==> config.mk <==
export PLATFORM = sky130hd
export DESIGN_NAME = seg7_scan_driver
export DESIGN_NICKNAME = d
export VERILOG_FILES = /design/src/rtl/seg7_scan_driver.sv
export SDC_FILE = /design/constraint.sdc
export NUM_CORES = 1
export LEC_CHECK = 0
export CAP_MARGIN = 25
export CORE_MARGIN = 5
export CORE_UTILIZATION = 30
export CTS_BUF_LIST = sky130_fd_sc_hd__clkbuf_16
export CTS_CLUSTER_SIZE = 40
export DETAILED_ROUTE_END_ITERATION = 10
export PLACE_DENSITY = 0.59
export SETUP_SLACK_MARGIN = 0.02
export SYNTH_ARGS = -nofsm -noshare
export SYNTH_HDL_FRONTEND = slang
export SYNTH_SLANG_ARGS = --single-unit
==> constraint.sdc <==
create_clock -name clk -period 2.3 [get_ports clk]
set_clock_uncertainty 0.1 [all_clocks]
set_input_delay 0.46 -clock clk [delete_from_list [all_inputs] [get_ports clk]]
set_output_delay 0.46 -clock clk [all_outputs]
set_load 0.02 [all_outputs]
==> src/rtl/seg7_scan_driver.sv <==
// Multiplexed 7-segment scan driver: hex decode, per-slot anti-ghost blanking and a
// frame-synchronous double buffer so displayed content only changes between frames.
module seg7_scan_driver #(
  parameter int DIGITS         = 4,
  parameter int DIV            = 12500,
  parameter int BLANK          = 64,
  parameter bit SEG_ACTIVE_LOW = 1'b1,
  parameter bit DIG_ACTIVE_LOW = 1'b1
) (
  input  logic                clk,
  input  logic                rst_n,
  input  logic [4*DIGITS-1:0] value,
  input  logic [DIGITS-1:0]   dp,
  input  logic [DIGITS-1:0]   blank,
  input  logic                load,
  output logic [7:0]          seg,
  output logic [DIGITS-1:0]   dig,
  output logic                frame_start
);

  localparam int CNT_W = (DIV > 1) ? $clog2(DIV) : 1;
  localparam int IDX_W = (DIGITS > 1) ? $clog2(DIGITS) : 1;

  localparam logic [CNT_W-1:0]  CNT_LAST  = CNT_W'(DIV - 1);
  localparam logic [CNT_W-1:0]  CNT_BLANK = CNT_W'(BLANK);
  localparam logic [IDX_W-1:0]  IDX_LAST  = IDX_W'(DIGITS - 1);
  // XOR masks that turn an active-high pattern into pin levels.
  localparam logic [7:0]        SEG_OFF   = {8{SEG_ACTIVE_LOW}};
  localparam logic [DIGITS-1:0] DIG_OFF   = {DIGITS{DIG_ACTIVE_LOW}};

  if (DIGITS < 1 || DIGITS > 8 || DIV < 2 || BLANK < 0 || BLANK >= DIV) begin : g_bad_params
    $error("seg7_scan_driver: illegal parameter set");
  end

  typedef struct packed {
    logic [4*DIGITS-1:0] value;
    logic [DIGITS-1:0]   dp;
    logic [DIGITS-1:0]   blank;
  } frame_t;

  function automatic logic [6:0] hex_to_seg(input logic [3:0] nib);
    logic [6:0] pat;
    case (nib)
      4'h0: pat = 7'h3F;
      4'h1: pat = 7'h06;
      4'h2: pat = 7'h5B;
      4'h3: pat = 7'h4F;
      4'h4: pat = 7'h66;
      4'h5: pat = 7'h6D;
      4'h6: pat = 7'h7D;
      4'h7: pat = 7'h07;
      4'h8: pat = 7'h7F;
      4'h9: pat = 7'h6F;
      4'hA: pat = 7'h77;
      4'hB: pat = 7'h7C;
      4'hC: pat = 7'h39;
      4'hD: pat = 7'h5E;
      4'hE: pat = 7'h79;
      default: pat = 7'h71;
    endcase
    return pat;
  endfunction

  logic [CNT_W-1:0] div_cnt;
  logic [IDX_W-1:0] idx;
  logic             slot_end;
  logic             frame_end;

  assign slot_end  = (div_cnt == CNT_LAST);
  assign frame_end = slot_end && (idx == IDX_LAST);

  // NOTE: clocked state uses non-blocking (<=) so every flop samples pre-edge values.
  always_ff @(posedge clk or negedge rst_n) begin
    if (!rst_n) begin
      div_cnt <= '0;
      idx     <= '0;
    end else if (slot_end) begin
      div_cnt <= '0;
      idx     <= (idx == IDX_LAST) ? '0 : idx + 1'b1;
    end else begin
      div_cnt <= div_cnt + 1'b1;
    end
  end

  frame_t in_frame;
  frame_t shadow;
  frame_t active;
  logic   pending;

  assign in_frame = {value, dp, blank};

  // NOTE: shadow/active are plain registers, not RAM, so they take the async reset;
  // a display showing garbage after reset is a visible defect.
  always_ff @(posedge clk or negedge rst_n) begin
    if (!rst_n) begin
      shadow  <= '0;
      active  <= '0;
      pending <= 1'b0;
    end else if (load && frame_end) begin
      // A load on the boundary edge bypasses the shadow and is shown next frame.
      active  <= in_frame;
      pending <= 1'b0;
    end else if (load) begin
      shadow  <= in_frame;
      pending <= 1'b1;
    end else if (frame_end && pending) begin
      active  <= shadow;
      pending <= 1'b0;
    end
  end

  logic [3:0]        nibble;
  logic              lit;
  logic [7:0]        seg_ah;
  logic [DIGITS-1:0] dig_ah;

  // NOTE: every always_comb output gets a default first so no latch is inferred.
  always_comb begin
    seg_ah = '0;
    dig_ah = '0;
    nibble = active.value[4*int'(idx) +: 4];
    lit    = (div_cnt >= CNT_BLANK) && !active.blank[idx];
    if (lit) begin
      seg_ah      = {active.dp[idx], hex_to_seg(nibble)};
      dig_ah[idx] = 1'b1;
    end
  end

  always_ff @(posedge clk or negedge rst_n) begin
    if (!rst_n) begin
      seg         <= SEG_OFF;
      dig         <= DIG_OFF;
      frame_start <= 1'b0;
    end else begin
      seg         <= seg_ah ^ SEG_OFF;
      dig         <= dig_ah ^ DIG_OFF;
      frame_start <= (div_cnt == '0) && (idx == '0);
    end
  end

endmodule

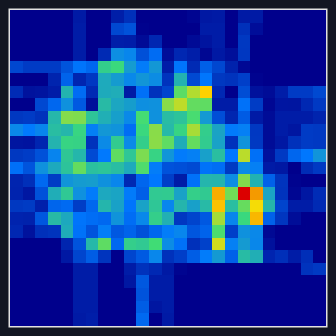
*Signal metal coverage by tile*
25 x 25 tiles, from dark blue (low) to red (high), scaled to the fullest tile. Values are wire area over tile area, all layers added.
densest ninth of the die = center
mean over tiles = 0.079
nearly empty tiles = 33%
emptiest ninth of the die = upper right
fullest tile = 0.49
via count: 2490
Routed WL: 7710 µm
routed len/inst: 14.2 µm

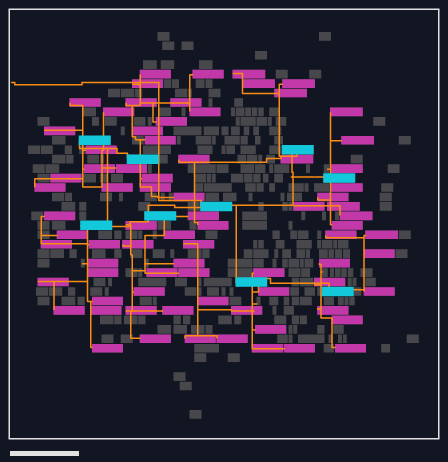
*Clock network drawn from the DEF*
The bar under the picture is 20 µm long.
magenta -> flip-flops  # count 78
orange -> clock wires  # length 986 µm
cyan -> clock drivers  # count 9
routed clock nets = 10
Worst-Skew Late Latency: 330 ps
clock network power share: 43.1%
clk pwr: 1.23 mW

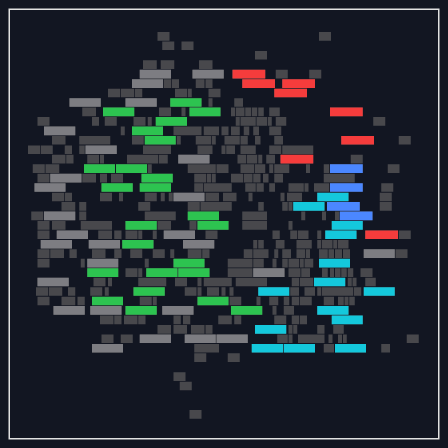
*Sequential cells grouped by signal name*
green -> `active`  # placed flops 24
cyan -> `div_cnt`  # placed flops 14
red -> `seg`  # placed flops 8
blue -> `dig`  # placed flops 4, where middle right
not colored = 28
seq pwr: 1.44 mW
Register Area: 1970 µm²
sequential share of cell area: 41.4%
fin util: 37.8%

==> flow_metrics.tcl <==
# metrics dict for downstream scripts
set metrics [dict create \
    status "finished clean" \
    areaGrowthSynthToFinish_pct 23.5 \
    ys_chip_area_um2 3840 \
    cp-end-kind "flop" \
    period_needed_ps 2070 \
    finalSetupTns_ps 0 \
    drive_gt1_share_pct 21.7 \
    dr_wl_met2_um 3590 \
    tritoncts "built" \
    slew_headroom_pct 69.1 \
    synthAoiAreaFrac_pct 7.72 \
    adder_share_pct 3.91 \
    p_leak_nw 2.23 \
    viasPerCell 4.57 \
    power_mw 2.85 \
    dieArea_um2 15200 \
    r2r_slack_ps 230 \
    layout.cells.non_filler 545 \
    cts_max_level 3 \
    drt.antenna.violating_nets 0 \
    r2r_start "div_cnt[0]$_DFF_PN0_" \
    hold_end "shadow[12]$_DFFE_PN0P_" \
    common_cells "66 x dfrtp_1, 31 x inv_1, 30 x mux2i_1" \
    clockRootBuffer "clkbuf_16" \
    fp_util_pct 30.6 \
    dp_hpwl_um 5410 \
    fin_crit_sh_pct 90.0 \
    synthFlopType "dfrtp_1" \
    use_met1_pct 15.4 \
    mux_area_share_pct 19.2 \
    layout.nets 407 \
    synth-simple-area-share_pct 9.12 \
    grt_first_pass_wirelength_um 13200 \
    cp_max_fo 24 \
    setup_viol 0 \
    logic_area_um2 1630 \
    yosys_warnings 0 \
    hold_ws_ps 404 \
    syn_inst 318 \
    final_cell_mix "66 x dfrtp_1, 38 x clkdlybuf4s50_1, 33 x inv_1, 30 x mux2i_1, 27 x mux2_2" \
    critPathLaunchType "flop" \
    wl_met1_um 3690 \
    postCtsSetupBuffers 0 \
    synth_cell_types 46 \
    fillers 1216 \
    finalWorstSetupSlack_ps 231 \
    use_met3_pct 3.57 \
    cap_violations 0 \
    syn_avg_cell_area_um2 12.1 \
    firstDrtPassIters 4 \
    slowest_stage "dfrtp_1" \
    ff2ff_path_depth 6 \
    power_density_nw_per_um2 600 \
    die_y_um 123 \
    synth_flop_count 78 \
    drc 0 \
    area_leaders "dfrtp_1 43%, dfstp_2 8.2%, mux2_2 7.9%" \
    top_area_cell "dfrtp_1" \
    ir_drop_v 0.000463 \
    io_buffers 39 \
    preCtsSetupSlack_ps 246 \
    top_logic_kind "multiplexers" \
    worst_path_largest_cell_delay_ps 420 \
    grt_max_degree 37 \
    finalWeightedCongestion 0.829 \
    die_x_um 123 \
    grt_usage_pct 11.1 \
    edf_count 0 \
    overflow 0 \
    crit_end "shadow[4]$_DFFE_PN0P_" \
    holdPathStages 1 \
    tightest_slew_ps 464 \
    fmax_mhz 483 \
]
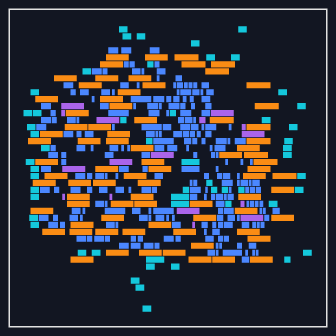
*Cell classes on the final placement*
orange -> flops  # cells 78
purple -> clock drivers and dummy loads  # cells 16
cyan -> other buffers and delay cells  # cells 54
blue -> combinational and other logic  # cells 225
CORE AREA: 12600 µm²
num rows: 41
post-route cell area: 4750 µm²

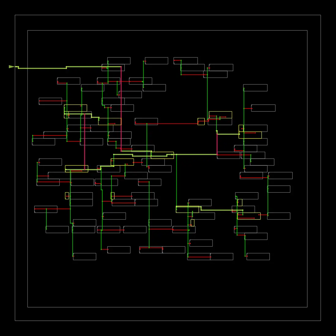
*The clock network*
num sequential: 78
Inserted Clock Buffers: 9
# clk buffers: 9
clock sink count: 78

## critical path: cells and delay by family, from the launching register on
family	cells	cell delay (ps)
AND-OR/OR-AND	1	200
adder cells (fa/ha/maj)	1	240
buffers and inverters	1	200
flip-flops	1	420
multiplexers	1	350
AND/OR/NAND/NOR	2	430
## layout make-up
class	instances	share of cell area, %
clock inverter	7	0.712
clock buffer	9	4.74
sequential	78	41.4
tap	172	4.53
timing repair buffer	54	11.6
multi-input combinational	193	34.4
inverter	32	2.53
## power by group
group	switching (mW)	total (mW)	internal, mW
combinational	0.0788	0.185	0.106
clock	0.515	1.23	0.712
sequential	0.0196	1.44	1.42
No activity file was given, so power comes from the tool's default toggle rates.
